--- config.mk ---
export PLATFORM = sky130hd
export DESIGN_NAME = mat_cache_seq
export DESIGN_NICKNAME = d
export VERILOG_FILES = /design/src/rtl/mat_cache_seq_pkg.sv /design/src/rtl/mat_cache_port_mux.sv /design/src/rtl/mat_cache_seq.sv
export SDC_FILE = /design/constraint.sdc
export NUM_CORES = 1
export LEC_CHECK = 0
export ABC_AREA = 1
export ABC_CLOCK_PERIOD_IN_PS = 1600
export CAP_MARGIN = 0
export CORE_AREA = 2 2 216 218
export DETAILED_ROUTE_END_ITERATION = 6
export DIE_AREA = 0 0 218 220
export PLACE_DENSITY = 0.35
export SLEW_MARGIN = 25
export SYNTH_ARGS = -nofsm -noshare
export SYNTH_HDL_FRONTEND = slang
export SYNTH_SLANG_ARGS = --single-unit
--- constraint.sdc ---
create_clock -name clock -period 1.6 [get_ports clock]
set_input_delay 0.24 -clock clock [delete_from_list [all_inputs] [get_ports clock]]
set_output_delay 0.24 -clock clock [all_outputs]
set_load 0.1 [all_outputs]
--- src/rtl/mat_cache_seq_pkg.sv ---
// Shared types for the MatCache block sequencer and its cache port mux.
package mat_cache_seq_pkg;

    // Cache elements are carried as raw shortreal bit patterns.
    localparam int unsigned MAT_ELEM_W = 32;

    typedef enum logic [1:0] {
        MAT_SEQ_COPY  = 2'd0,
        MAT_SEQ_XPOSE = 2'd1,
        MAT_SEQ_DIAG  = 2'd2
    } MatSeqOp_t;

    typedef enum logic [1:0] {
        MAT_DATA_READ_NONE = 2'd0,
        MAT_DATA_READ_ROW  = 2'd1,
        MAT_DATA_READ_COL  = 2'd2,
        MAT_DATA_READ_DIAG = 2'd3
    } MatDataReadOp_t;

    typedef enum logic [1:0] {
        MAT_DATA_WRITE_NONE = 2'd0,
        MAT_DATA_WRITE_ROW  = 2'd1,
        MAT_DATA_WRITE_COL  = 2'd2
    } MatDataWriteOp_t;

    function automatic MatDataReadOp_t seq_read_op_of(input MatSeqOp_t op);
        return (op == MAT_SEQ_DIAG) ? MAT_DATA_READ_DIAG : MAT_DATA_READ_ROW;
    endfunction

    function automatic MatDataWriteOp_t seq_write_op_of(input MatSeqOp_t op);
        return (op == MAT_SEQ_XPOSE) ? MAT_DATA_WRITE_COL : MAT_DATA_WRITE_ROW;
    endfunction

endpackage

--- src/rtl/mat_cache_port_mux.sv ---
// Selects whether the host port or the sequencer drives the MatCache read/write ports.
module mat_cache_port_mux
    import mat_cache_seq_pkg::*;
#(
    parameter int unsigned WIDTH      = 4,
    parameter int unsigned CACHE_SIZE = 4,
    localparam int unsigned AW = $clog2(CACHE_SIZE),
    localparam int unsigned PW = $clog2(WIDTH)
) (
    input  logic                             seq_sel,
    input  MatDataReadOp_t                   host_read_op,
    input  logic [AW-1:0]                    host_read_addr1,
    input  logic [AW-1:0]                    host_read_addr2,
    input  logic [PW-1:0]                    host_read_param,
    input  MatDataWriteOp_t                  host_write_op,
    input  logic [AW-1:0]                    host_write_addr1,
    input  logic [PW-1:0]                    host_write_param1,
    input  logic [PW-1:0]                    host_write_param2,
    input  logic [WIDTH-1:0][MAT_ELEM_W-1:0] host_data_in,
    output logic [WIDTH-1:0][MAT_ELEM_W-1:0] host_data_out,
    input  MatDataReadOp_t                   seq_read_op,
    input  logic [AW-1:0]                    seq_read_addr1,
    input  logic [AW-1:0]                    seq_read_addr2,
    input  logic [PW-1:0]                    seq_read_param,
    input  MatDataWriteOp_t                  seq_write_op,
    input  logic [AW-1:0]                    seq_write_addr1,
    input  logic [PW-1:0]                    seq_write_param1,
    input  logic [PW-1:0]                    seq_write_param2,
    input  logic [WIDTH-1:0][MAT_ELEM_W-1:0] seq_data_in,
    output MatDataReadOp_t                   read_op,
    output logic [AW-1:0]                    read_addr1,
    output logic [AW-1:0]                    read_addr2,
    output logic [PW-1:0]                    read_param,
    output MatDataWriteOp_t                  write_op,
    output logic [AW-1:0]                    write_addr1,
    output logic [PW-1:0]                    write_param1,
    output logic [PW-1:0]                    write_param2,
    output logic [WIDTH-1:0][MAT_ELEM_W-1:0] cache_data_in,
    input  logic [WIDTH-1:0][MAT_ELEM_W-1:0] cache_data_out
);

    always_comb begin
        if (seq_sel) begin
            read_op       = seq_read_op;
            read_addr1    = seq_read_addr1;
            read_addr2    = seq_read_addr2;
            read_param    = seq_read_param;
            write_op      = seq_write_op;
            write_addr1   = seq_write_addr1;
            write_param1  = seq_write_param1;
            write_param2  = seq_write_param2;
            cache_data_in = seq_data_in;
        end else begin
            read_op       = host_read_op;
            read_addr1    = host_read_addr1;
            read_addr2    = host_read_addr2;
            read_param    = host_read_param;
            write_op      = host_write_op;
            write_addr1   = host_write_addr1;
            write_param1  = host_write_param1;
            write_param2  = host_write_param2;
            cache_data_in = host_data_in;
        end
    end

    assign host_data_out = cache_data_out;

endmodule

--- src/rtl/mat_cache_seq.sv ---
// Block-command sequencer and host/sequencer arbiter in front of MatCache.
// Define MAT_SEQ_PERF_CNT_EN to add the perf_cmds / perf_busy_cycles counters.
module mat_cache_seq
    import mat_cache_seq_pkg::*;
#(
    parameter int unsigned WIDTH      = 4,
    parameter int unsigned CACHE_SIZE = 4,
    localparam int unsigned AW = $clog2(CACHE_SIZE),
    localparam int unsigned PW = $clog2(WIDTH)
) (
    input  logic                             clock,
    input  logic                             reset_n,
    input  logic                             cmd_valid,
    output logic                             cmd_ready,
    input  MatSeqOp_t                        cmd_op,
    input  logic [AW-1:0]                    cmd_src,
    input  logic [AW-1:0]                    cmd_dst,
    output logic                             busy,
    output logic                             done,
    output logic                             err,
`ifdef MAT_SEQ_PERF_CNT_EN
    output logic [31:0]                      perf_cmds,
    output logic [31:0]                      perf_busy_cycles,
`endif
    input  MatDataReadOp_t                   host_read_op,
    input  logic [AW-1:0]                    host_read_addr1,
    input  logic [AW-1:0]                    host_read_addr2,
    input  logic [PW-1:0]                    host_read_param,
    input  MatDataWriteOp_t                  host_write_op,
    input  logic [AW-1:0]                    host_write_addr1,
    input  logic [PW-1:0]                    host_write_param1,
    input  logic [PW-1:0]                    host_write_param2,
    input  logic [WIDTH-1:0][MAT_ELEM_W-1:0] host_data_in,
    output logic [WIDTH-1:0][MAT_ELEM_W-1:0] host_data_out,
    output logic                             host_grant,
    output MatDataReadOp_t                   read_op,
    output logic [AW-1:0]                    read_addr1,
    output logic [AW-1:0]                    read_addr2,
    output logic [PW-1:0]                    read_param,
    output MatDataWriteOp_t                  write_op,
    output logic [AW-1:0]                    write_addr1,
    output logic [PW-1:0]                    write_param1,
    output logic [PW-1:0]                    write_param2,
    output logic [WIDTH-1:0][MAT_ELEM_W-1:0] cache_data_in,
    input  logic [WIDTH-1:0][MAT_ELEM_W-1:0] cache_data_out
);

    typedef logic [1:0] MatSeqState_t;

    localparam MatSeqState_t ST_IDLE = 2'd0;
    localparam MatSeqState_t ST_RUN  = 2'd1;
    localparam MatSeqState_t ST_DONE = 2'd2;

    localparam logic [PW-1:0] LAST_STEP = PW'(WIDTH - 1);

    MatSeqState_t    state_q, state_d;
    logic [PW-1:0]   step_q, step_d;
    MatSeqOp_t       op_q, op_d;
    logic [AW-1:0]   src_q, src_d;
    logic [AW-1:0]   dst_q, dst_d;
    logic            err_q, err_d;
    logic            accept;

    MatDataReadOp_t  seq_read_op;
    MatDataWriteOp_t seq_write_op;

    assign cmd_ready  = (state_q == ST_IDLE);
    assign busy       = (state_q != ST_IDLE);
    assign host_grant = ~busy;
    assign done       = (state_q == ST_DONE);
    assign err        = (state_q == ST_DONE) && err_q;
    assign accept     = cmd_valid && cmd_ready;

    always_comb begin
        state_d = state_q;
        step_d  = step_q;
        op_d    = op_q;
        src_d   = src_q;
        dst_d   = dst_q;
        err_d   = err_q;
        unique case (state_q)
            ST_IDLE: begin
                if (accept) begin
                    op_d   = cmd_op;
                    src_d  = cmd_src;
                    dst_d  = cmd_dst;
                    step_d = '0;
                    // An in-place transpose would clobber unread columns; reject it.
                    if (cmd_op == MAT_SEQ_XPOSE && cmd_src == cmd_dst) begin
                        err_d   = 1'b1;
                        state_d = ST_DONE;
                    end else begin
                        err_d   = 1'b0;
                        state_d = ST_RUN;
                    end
                end
            end
            ST_RUN: begin
                if (step_q == LAST_STEP) begin
                    state_d = ST_DONE;
                end else begin
                    step_d = step_q + 1'b1;
                end
            end
            ST_DONE: begin
                state_d = ST_IDLE;
                err_d   = 1'b0;
            end
            default: state_d = ST_IDLE;
        endcase
    end

    always_ff @(posedge clock or negedge reset_n) begin
        if (!reset_n) begin
            state_q <= ST_IDLE;
            step_q  <= '0;
            op_q    <= MAT_SEQ_COPY;
            src_q   <= '0;
            dst_q   <= '0;
            err_q   <= 1'b0;
        end else begin
            state_q <= state_d;
            step_q  <= step_d;
            op_q    <= op_d;
            src_q   <= src_d;
            dst_q   <= dst_d;
            err_q   <= err_d;
        end
    end

    // Outside RUN the sequencer side is quiet, so DONE issues no writes.
    assign seq_read_op  = (state_q == ST_RUN) ? seq_read_op_of(op_q) : MAT_DATA_READ_NONE;
    assign seq_write_op = (state_q == ST_RUN) ? seq_write_op_of(op_q) : MAT_DATA_WRITE_NONE;

    mat_cache_port_mux #(
        .WIDTH      (WIDTH),
        .CACHE_SIZE (CACHE_SIZE)
    ) u_port_mux (
        .seq_sel           (busy),
        .host_read_op      (host_read_op),
        .host_read_addr1   (host_read_addr1),
        .host_read_addr2   (host_read_addr2),
        .host_read_param   (host_read_param),
        .host_write_op     (host_write_op),
        .host_write_addr1  (host_write_addr1),
        .host_write_param1 (host_write_param1),
        .host_write_param2 (host_write_param2),
        .host_data_in      (host_data_in),
        .host_data_out     (host_data_out),
        .seq_read_op       (seq_read_op),
        .seq_read_addr1    (src_q),
        .seq_read_addr2    (src_q),
        .seq_read_param    (step_q),
        .seq_write_op      (seq_write_op),
        .seq_write_addr1   (dst_q),
        .seq_write_param1  (step_q),
        .seq_write_param2  ({PW{1'b0}}),
        .seq_data_in       (cache_data_out),
        .read_op           (read_op),
        .read_addr1        (read_addr1),
        .read_addr2        (read_addr2),
        .read_param        (read_param),
        .write_op          (write_op),
        .write_addr1       (write_addr1),
        .write_param1      (write_param1),
        .write_param2      (write_param2),
        .cache_data_in     (cache_data_in),
        .cache_data_out    (cache_data_out)
    );

`ifdef MAT_SEQ_PERF_CNT_EN
    logic [31:0] perf_cmds_q;
    logic [31:0] perf_busy_cycles_q;

    always_ff @(posedge clock or negedge reset_n) begin
        if (!reset_n) begin
            perf_cmds_q        <= '0;
            perf_busy_cycles_q <= '0;
        end else begin
            if (state_q == ST_DONE) begin
                perf_cmds_q <= perf_cmds_q + 32'd1;
            end
            if (busy) begin
                perf_busy_cycles_q <= perf_busy_cycles_q + 32'd1;
            end
        end
    end

    assign perf_cmds        = perf_cmds_q;
    assign perf_busy_cycles = perf_busy_cycles_q;
`endif

endmodule
==> impl_metrics.ini, run 1 <==
; physical design summary
[status]
run_status = complete, but fails checks
failed_checks = negative setup slack

[cells_and_area]
fill_cells = 4759
layout_top_cell = sky130_fd_sc_hd__buf_12
area_delta_synth_final_pct = 326
comb_area_um2 = 3250
area.sequential_um2 = 277
layout.cells.most_common_list = 290 x sky130_fd_sc_hd__buf_12, 280 x sky130_fd_sc_hd__clkdlybuf4s50_1, 158 x sky130_fd_sc_hd__nand2_2, 136 x sky130_fd_sc_hd__nand2_4, 134 x sky130_fd_sc_hd__nand2_1
antenna_cells = 0
layout.nets = 1405
final_layout_size_suffix_gt1_frac = 0.588

[synth]
top_logic_kind = simple AND/OR/NAND/NOR gates
synth_sequential_area_ratio = 0.0850
synth.yosys.warnings = 0
post_synth_edffs = 0
numSynthFlops = 11
synth_top_cell_by_area = sky130_fd_sc_hd__nand2_1
synthFlopType = sky130_fd_sc_hd__dfrtp_1
mappedNetlistNets = 928
synth_cell_types = 17
synth_largest_type_area_fraction = 0.496
syn_avg_cell_area_um2 = 5.01
synth-compound-area-share = 0.0213
post_synth_mux_area_share = 0
topCellsByArea = sky130_fd_sc_hd__nand2_1 50%, sky130_fd_sc_hd__buf_4 31%, sky130_fd_sc_hd__dfrtp_1 8.5%
synth.yosys.num_cells = 646
post_synth_instance_area_um2 = 3240
yosys.area_share.xor_xnor = 0
synthMostInstantiatedCell = sky130_fd_sc_hd__nand2_1
adder_share = 0.00387
yosys-top-cells-count = 428 x sky130_fd_sc_hd__nand2_1, 134 x sky130_fd_sc_hd__buf_4, 23 x sky130_fd_sc_hd__buf_2
asyncSetResetFlopFracSynth = 1.00
synthCells = 646
yosys_stat_area_um2 = 3240
synthSimpleGateAreaFrac = 0.523

[final_timing]
finalSetupViolations = 146
worst_hold_slack_ns = 0.353
fin_crit_sh = 1.17
max_slew.worst_pin.slew_ns = 0.519
period_needed_ns = 1.88
slew-limit-headroom = 0.653
max_freq_ghz = 0.533
worst_clock_skew_ns = 0.00110
final-max-slew-violation-count = 0
hold_vio_cnt_final = 0
worst_slack_ns = -0.277
rsz0062_at_grt = true

[route]
route.antenna.remaining_nets = 0
drt_first_iter_violations = 144
drt_pre_antenna_iters = 4
met2RoutedLength_um = 16100
routed_wire_length_per_instance_um = 16.7
dr_wl_met3_um = 2270
drc_errors = 0
routed_via_density = 3.20
m1WireLength_um = 10400
route.top_layer_used = met4

[global_route]
antenna_found_initial = 0
first_global_vias = 5889
overflow = 0
first_pass_grt_wire_length_um = 39800
grt_start_max_net_pins = 21

[critical_path]
critical-path-slowest-cell = sky130_fd_sc_hd__dfrtp_1
critical_path_depth = 8
worstSetupEndpointType = primary output
r2r-start = state_q[1]
startpoint_type = flip-flop
cp-endpoint = cache_data_in[17]
worstPathBufferInverterCount = 5
setup.worst_path.start = state_q[1]
setup.reg_to_reg.worst_slack_ns = 0.14
rr_worst_depth = 8
cp_common_cell = sky130_fd_sc_hd__buf_12
crit_type = reg2out
r2r_end = state_q[1]
arrival_ns = 1.64
critical-path-max-stage-delay_ns = 0.40
critical_path_peak_fanout = 15
required_time_reported_for_the_critical_path_endpoint_ns = 1.36
critPathTopFamily = buffers and inverters
crit_path_cell_trace = nor2_4 > buf_12 > inv_6 > buf_12 > buf_12 > nand2_2 > nand2_4 > buf_12

[cts]
clk_pin_slew_worst_paths_ns = 0.04
clock_tree.htree_level_count = 1
cts.sinks = 11
worst_skew_pair.late_latency_ns = 0.23
cts-root-to-sink-buffers = 2
inserted_clock_buffers = 3
tritoncts = built
cts-root-buf = sky130_fd_sc_hd__clkbuf_16
postCtsHoldBufs = 0

[die]
die_w_um = 218
chipArea_um2 = 48000
fp_util = 0.0706
die_h_um = 220
core_um2 = 45900
num_rows = 79

[min_path]
worstHoldPathType = in2async

[job]
stage_log_warnings = 29
drv.max_cap_violation_count = 0

[place]
preCtsSetupSlack_ns = -0.0704
post-dp-hpwl_um = 24900
place.gp.congestion = 0.791
==> run 1: timing repair <==
action                                 4_1_cts  5_1_grt
endpoints found under the hold margin        0        0
resized                                    152       69
cloned                                       6        4
setup buffers                                6        1
setup endpoints to repair                  150      149
pin swaps                                    6        2
==> run 1: through the flow <==
step	util	cell area [um^2]	setup TNS, ns	instances
final	0.301	13800	-33.39	1729
after global routing	0.301	13800	-42.82	1729
after CTS	0.294	13500	-38.60	1725
after detailed placement	0.278	12800	-5.39	1709
after global placement	0.278	12800	-4.65	1709
after floorplan	-	4200	-0.729	646
==> run 1: routing by layer <==
metal,track usage,up-vias
li1,-,2771
met1,0.122,2496
met2,0.221,268
met3,0.0261,6
met4,0.00612,0
met5,0,-
==> run 1: registers in the layout (all words and copies together), names as in the netlist <==
register	cells
step_q	2
state_q	2
op_q	2
dst_q	2
err_q	1
src_q	2
==> run 1: worst min-delay path by stage <==
stage | slack, ns | endpoint | cells after the start | start
after floorplan | -0.06 | dst_q[0] | 0 | reset_n
after global placement | 0.48 | src_q[1] | 2 | src_q[1]
after detailed placement | 0.48 | src_q[1] | 2 | src_q[1]
after CTS | 0.37 | dst_q[1] | 1 | reset_n
after global routing | 0.40 | step_q[0] | 1 | reset_n
final | 0.35 | dst_q[1] | 1 | reset_n
==> run 1: layout make-up <==
| class | count | area share |
|---|---|---|
| inverters | 15 | 0.00444 |
| flip-flops and latches | 11 | 0.0200 |
| clock buffers | 4 | 0.00571 |
| repair buffers | 632 | 0.679 |
| well taps | 607 | 0.0551 |
| multi-input cells | 460 | 0.236 |
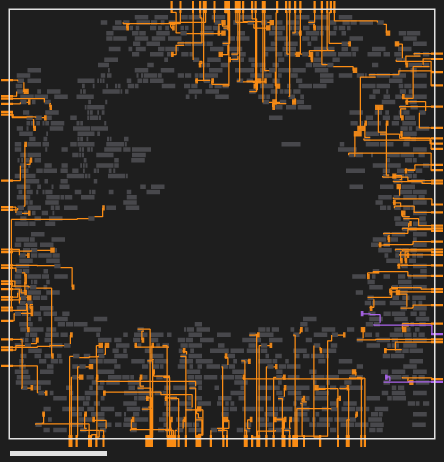
Figure 1: run 1, wires at chosen ports, followed through buffers.
The bar under the picture is 50 um long.
Key: host_data_in = orange [bits 128, direction input, edge 44 south, 31 east, 28 north, 25 west, end cells 128, buffers 128, wire 4,270 um]; host_write_param2 = purple [bits 2, direction input, edge east, end cells 2, buffers 2, wire 79.5 um]
I/O pin cnt: 558
PortBufs: 557

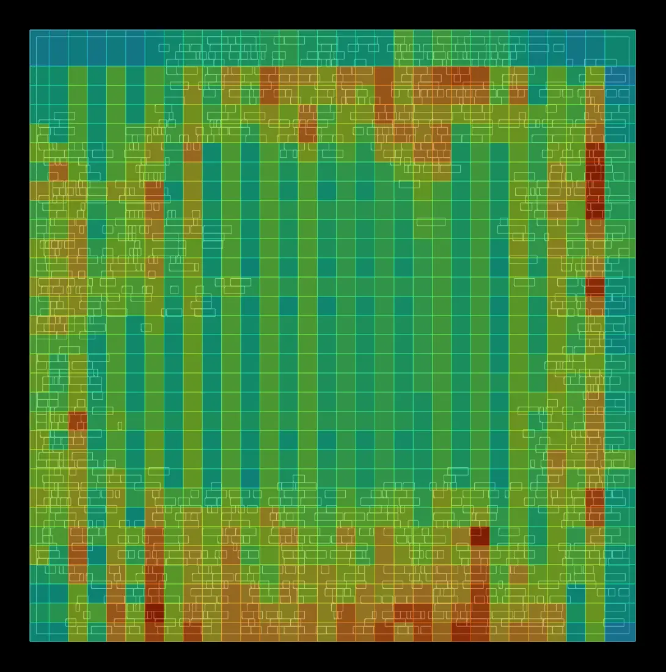
Figure 2: run 1, routing congestion.
GRT Util Overall: 0.111
global-route met3 utilization: 0.0261
met2 track demand over resource in global routing: 0.221

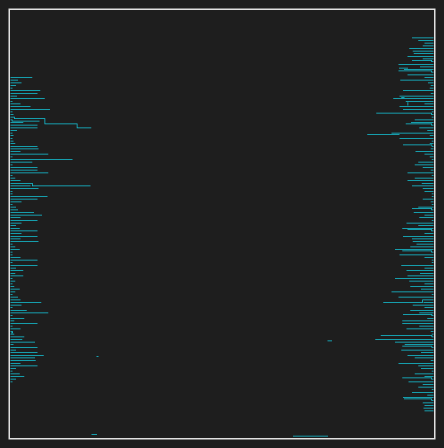
Figure 3: run 1, metal 3.
263 nets have wire on it. The layer carries 2,270 um of wire. The layer holds 7.8% of the routed length. The wires run mostly horizontal.
detailed-route via count: 5,541
final wirelength: 28,900 um

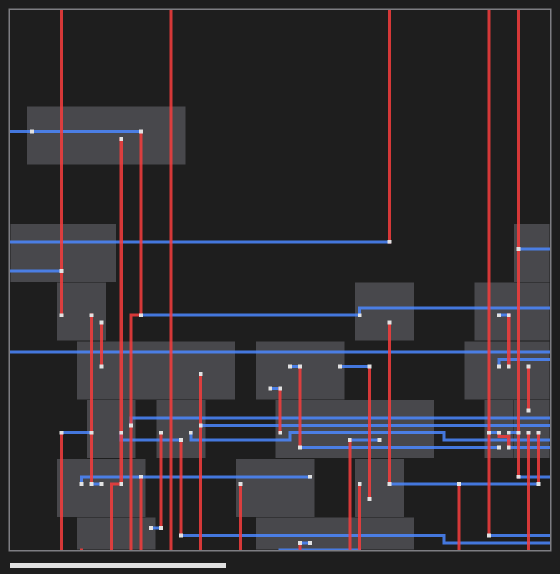
Figure 4: run 1, a small window of the routed layout.
The bar under the picture is 10 um long. Region (42, 42) to (67, 67) um. Cells in gray, sequential cells in the stronger gray; small squares are vias.
Key: met1 = blue; met2 = red
17 logic cells have their middle in the window. Sequential cells in the window: 0. Most frequent: nand2_2 (5), buf_12 (4), nand2_4 (3).

==> run 2, diff against run 1 <==
--- a/config.mk
+++ b/config.mk
@@ -11,7 +11,10 @@
 export CORE_AREA = 2 2 216 218
 export DETAILED_ROUTE_END_ITERATION = 6
 export DIE_AREA = 0 0 218 220
+export GPL_ROUTABILITY_DRIVEN = 0
 export PLACE_DENSITY = 0.35
+export SKIP_CTS_REPAIR_TIMING = 1
+export SKIP_LAST_GASP = 1
 export SLEW_MARGIN = 25
 export SYNTH_ARGS = -nofsm -noshare
 export SYNTH_HDL_FRONTEND = slang
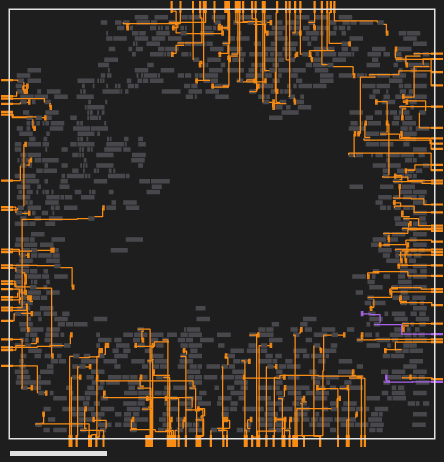
Figure 5: run 2, wires at chosen ports, followed through buffers.
The bar under the picture is 50 um long.
Key: host_write_param2 = purple [bits 2, direction input, edge east, end cells 2, buffers 2, wire 78.7 um]; host_data_in = orange [bits 128, direction input, edge 44 south, 31 east, 28 north, 25 west, end cells 128, buffers 128, wire 4,290 um]

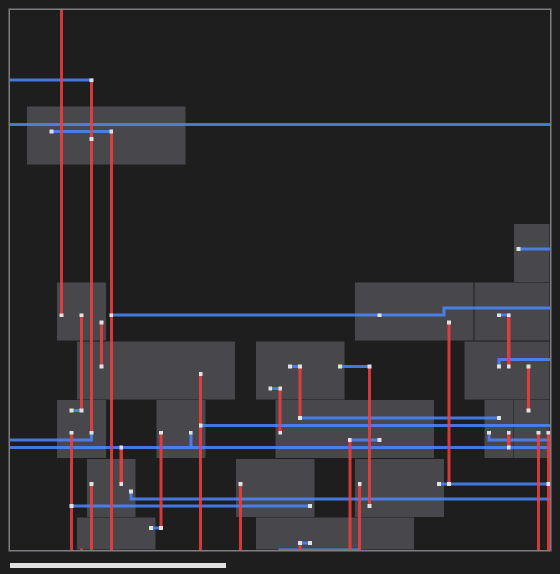
Figure 6: run 2, a small window of the routed layout.
The bar under the picture is 10 um long. Region (42, 42) to (67, 67) um. Cells in gray, sequential cells in the stronger gray; small squares are vias.
Key: met1 = blue; met2 = red
Most frequent: nand2_2 (4), buf_12 (4), nand2_4 (3). 15 logic cells have their middle in the window. Sequential cells in the window: 0.

==> impl_metrics.ini, run 2 <==
; physical design summary
[critical_path]
r2r-start = state_q[0]
crit_type = reg2out
rr_worst_depth = 8
startpoint_type = flip-flop
setup.reg_to_reg.worst_slack_ns = 0.13
r2r_end = state_q[1]
required_time_reported_for_the_critical_path_endpoint_ns = 1.36
critical_path_peak_fanout = 9
arrival_ns = 1.64
worstSetupEndpointType = primary output

[die]
fp_util = 0.0706
die_w_um = 218
floorplan.io_pins = 558
die_h_um = 220

[cells_and_area]
number_of_non_filler_instances_in_the_completed_layout = 1734
antenna_cells = 0
final_layout_size_suffix_gt1_frac = 0.561
layout.cells.most_common_list = 293 x sky130_fd_sc_hd__buf_12, 280 x sky130_fd_sc_hd__clkdlybuf4s50_1, 167 x sky130_fd_sc_hd__nand2_1, 160 x sky130_fd_sc_hd__nand2_4, 101 x sky130_fd_sc_hd__nand2_2
layout_top_cell = sky130_fd_sc_hd__buf_12
layout.nets = 1410
area_delta_synth_final_pct = 329

[synth]
asyncSetResetFlopFracSynth = 1.00
synth.yosys.num_cells = 646
synthCells = 646
yosys-top-cells-count = 428 x sky130_fd_sc_hd__nand2_1, 134 x sky130_fd_sc_hd__buf_4, 23 x sky130_fd_sc_hd__buf_2
synth.yosys.warnings = 0
mappedNetlistNets = 928
synth_largest_type_area_fraction = 0.496
post_synth_instance_area_um2 = 3240
syn_avg_cell_area_um2 = 5.01
numSynthFlops = 11

[route]
drc_errors = 0
routed_wire_length_per_instance_um = 16.7
routed_via_density = 3.20
drt_pre_antenna_iters = 4
route.top_layer_used = met4
route.antenna.remaining_nets = 0
met2RoutedLength_um = 15900
drt_first_iter_violations = 106
dr_wl_met3_um = 2370
detailed_route_via_count = 5543

[global_route]
overflow = 0
antenna_found_initial = 0
first_pass_grt_wire_length_um = 38100
grt_start_max_net_pins = 37
first_global_vias = 5752
grt_util_all_layers = 0.105
use_met2 = 0.211
global_route.usage.met3 = 0.0255
grt_util_met1 = 0.115

[status]
failed_checks = negative setup slack
run_status = complete, but fails checks

[final_timing]
max_slew.worst_pin.slew_ns = 0.518
final-max-slew-violation-count = 0
slew-limit-headroom = 0.653
period_needed_ns = 1.88
worst_hold_slack_ns = 0.353
finalSetupViolations = 146
worst_slack_ns = -0.282
max_freq_ghz = 0.531
fin_crit_sh = 1.18

[place]
io_buffers = 557
post-dp-hpwl_um = 24900
placedCellCount = 1709
preCtsSetupSlack_ns = -0.0704

[cts]
cts-root-buf = sky130_fd_sc_hd__clkbuf_16
cts.sinks = 11
inserted_clock_buffers = 3
worst_skew_pair.late_latency_ns = 0.24
clock_tree.htree_level_count = 1
tritoncts = built
clk_pin_slew_worst_paths_ns = 0.04

[job]
stage_log_warnings = 28
drv.max_cap_violation_count = 0
-- run 2: cell counts after synthesis --
Identical to the previous run, type by type.
-- run 2: worst max-delay path by stage --
stage | startpoint | endpoint | slack (ns) | cells past startpoint
final | state_q[0] | cache_data_in[126] | -0.28 | 8
after CTS | state_q[1] | cache_data_in[4] | -0.32 | 8
after floorplan | state_q[1] | err | -0.31 | 2
after detailed placement | state_q[1] | cache_data_in[4] | -0.07 | 8
after global placement | state_q[1] | cache_data_in[75] | -0.06 | 8
after global routing | state_q[0] | cache_data_in[54] | -0.35 | 8
-- run 2: through the flow --
stage	utilization	instance area, um^2	setup TNS [ns]
floorplan	-	4200	-0.729
global placement	0.278	12800	-4.65
detailed placement	0.278	12800	-5.39
CTS	0.280	12800	-41.72
global route	0.303	13900	-44.24
finish	0.303	13900	-34.75
-- run 2: cell type report --
type / count / area, um^2
fill: 4723 / 32000
clock buffer: 4 / 78.8
inverter: 15 / 68.8
timing repair buffer: 637 / 9440
multi-input combinational: 460 / 3280
sequential: 11 / 277
tap: 607 / 759
-- run 2: worst max-delay path, cell delays in order, from the launching register on --
cell and delay, ns:
sky130_fd_sc_hd__dfrtp_2 0.41, sky130_fd_sc_hd__nor2_4 0.14, sky130_fd_sc_hd__buf_12 0.15, sky130_fd_sc_hd__inv_12 0.05, sky130_fd_sc_hd__buf_16 0.16, sky130_fd_sc_hd__clkbuf_16 0.18, sky130_fd_sc_hd__nand2_1 0.07, sky130_fd_sc_hd__nand2_2 0.06
sky130_fd_sc_hd__buf_12 0.16
-- run 2: kinds of logic after synthesis --
logic type                 after synthesis  share of synthesized area
buffers and inverters                  175                      0.367
adders and majority gates                1                    0.00386
AOI/OAI and AO/OA                       13                     0.0213
and+or+nand+nor                        446                      0.523
DFF                                     11                     0.0850
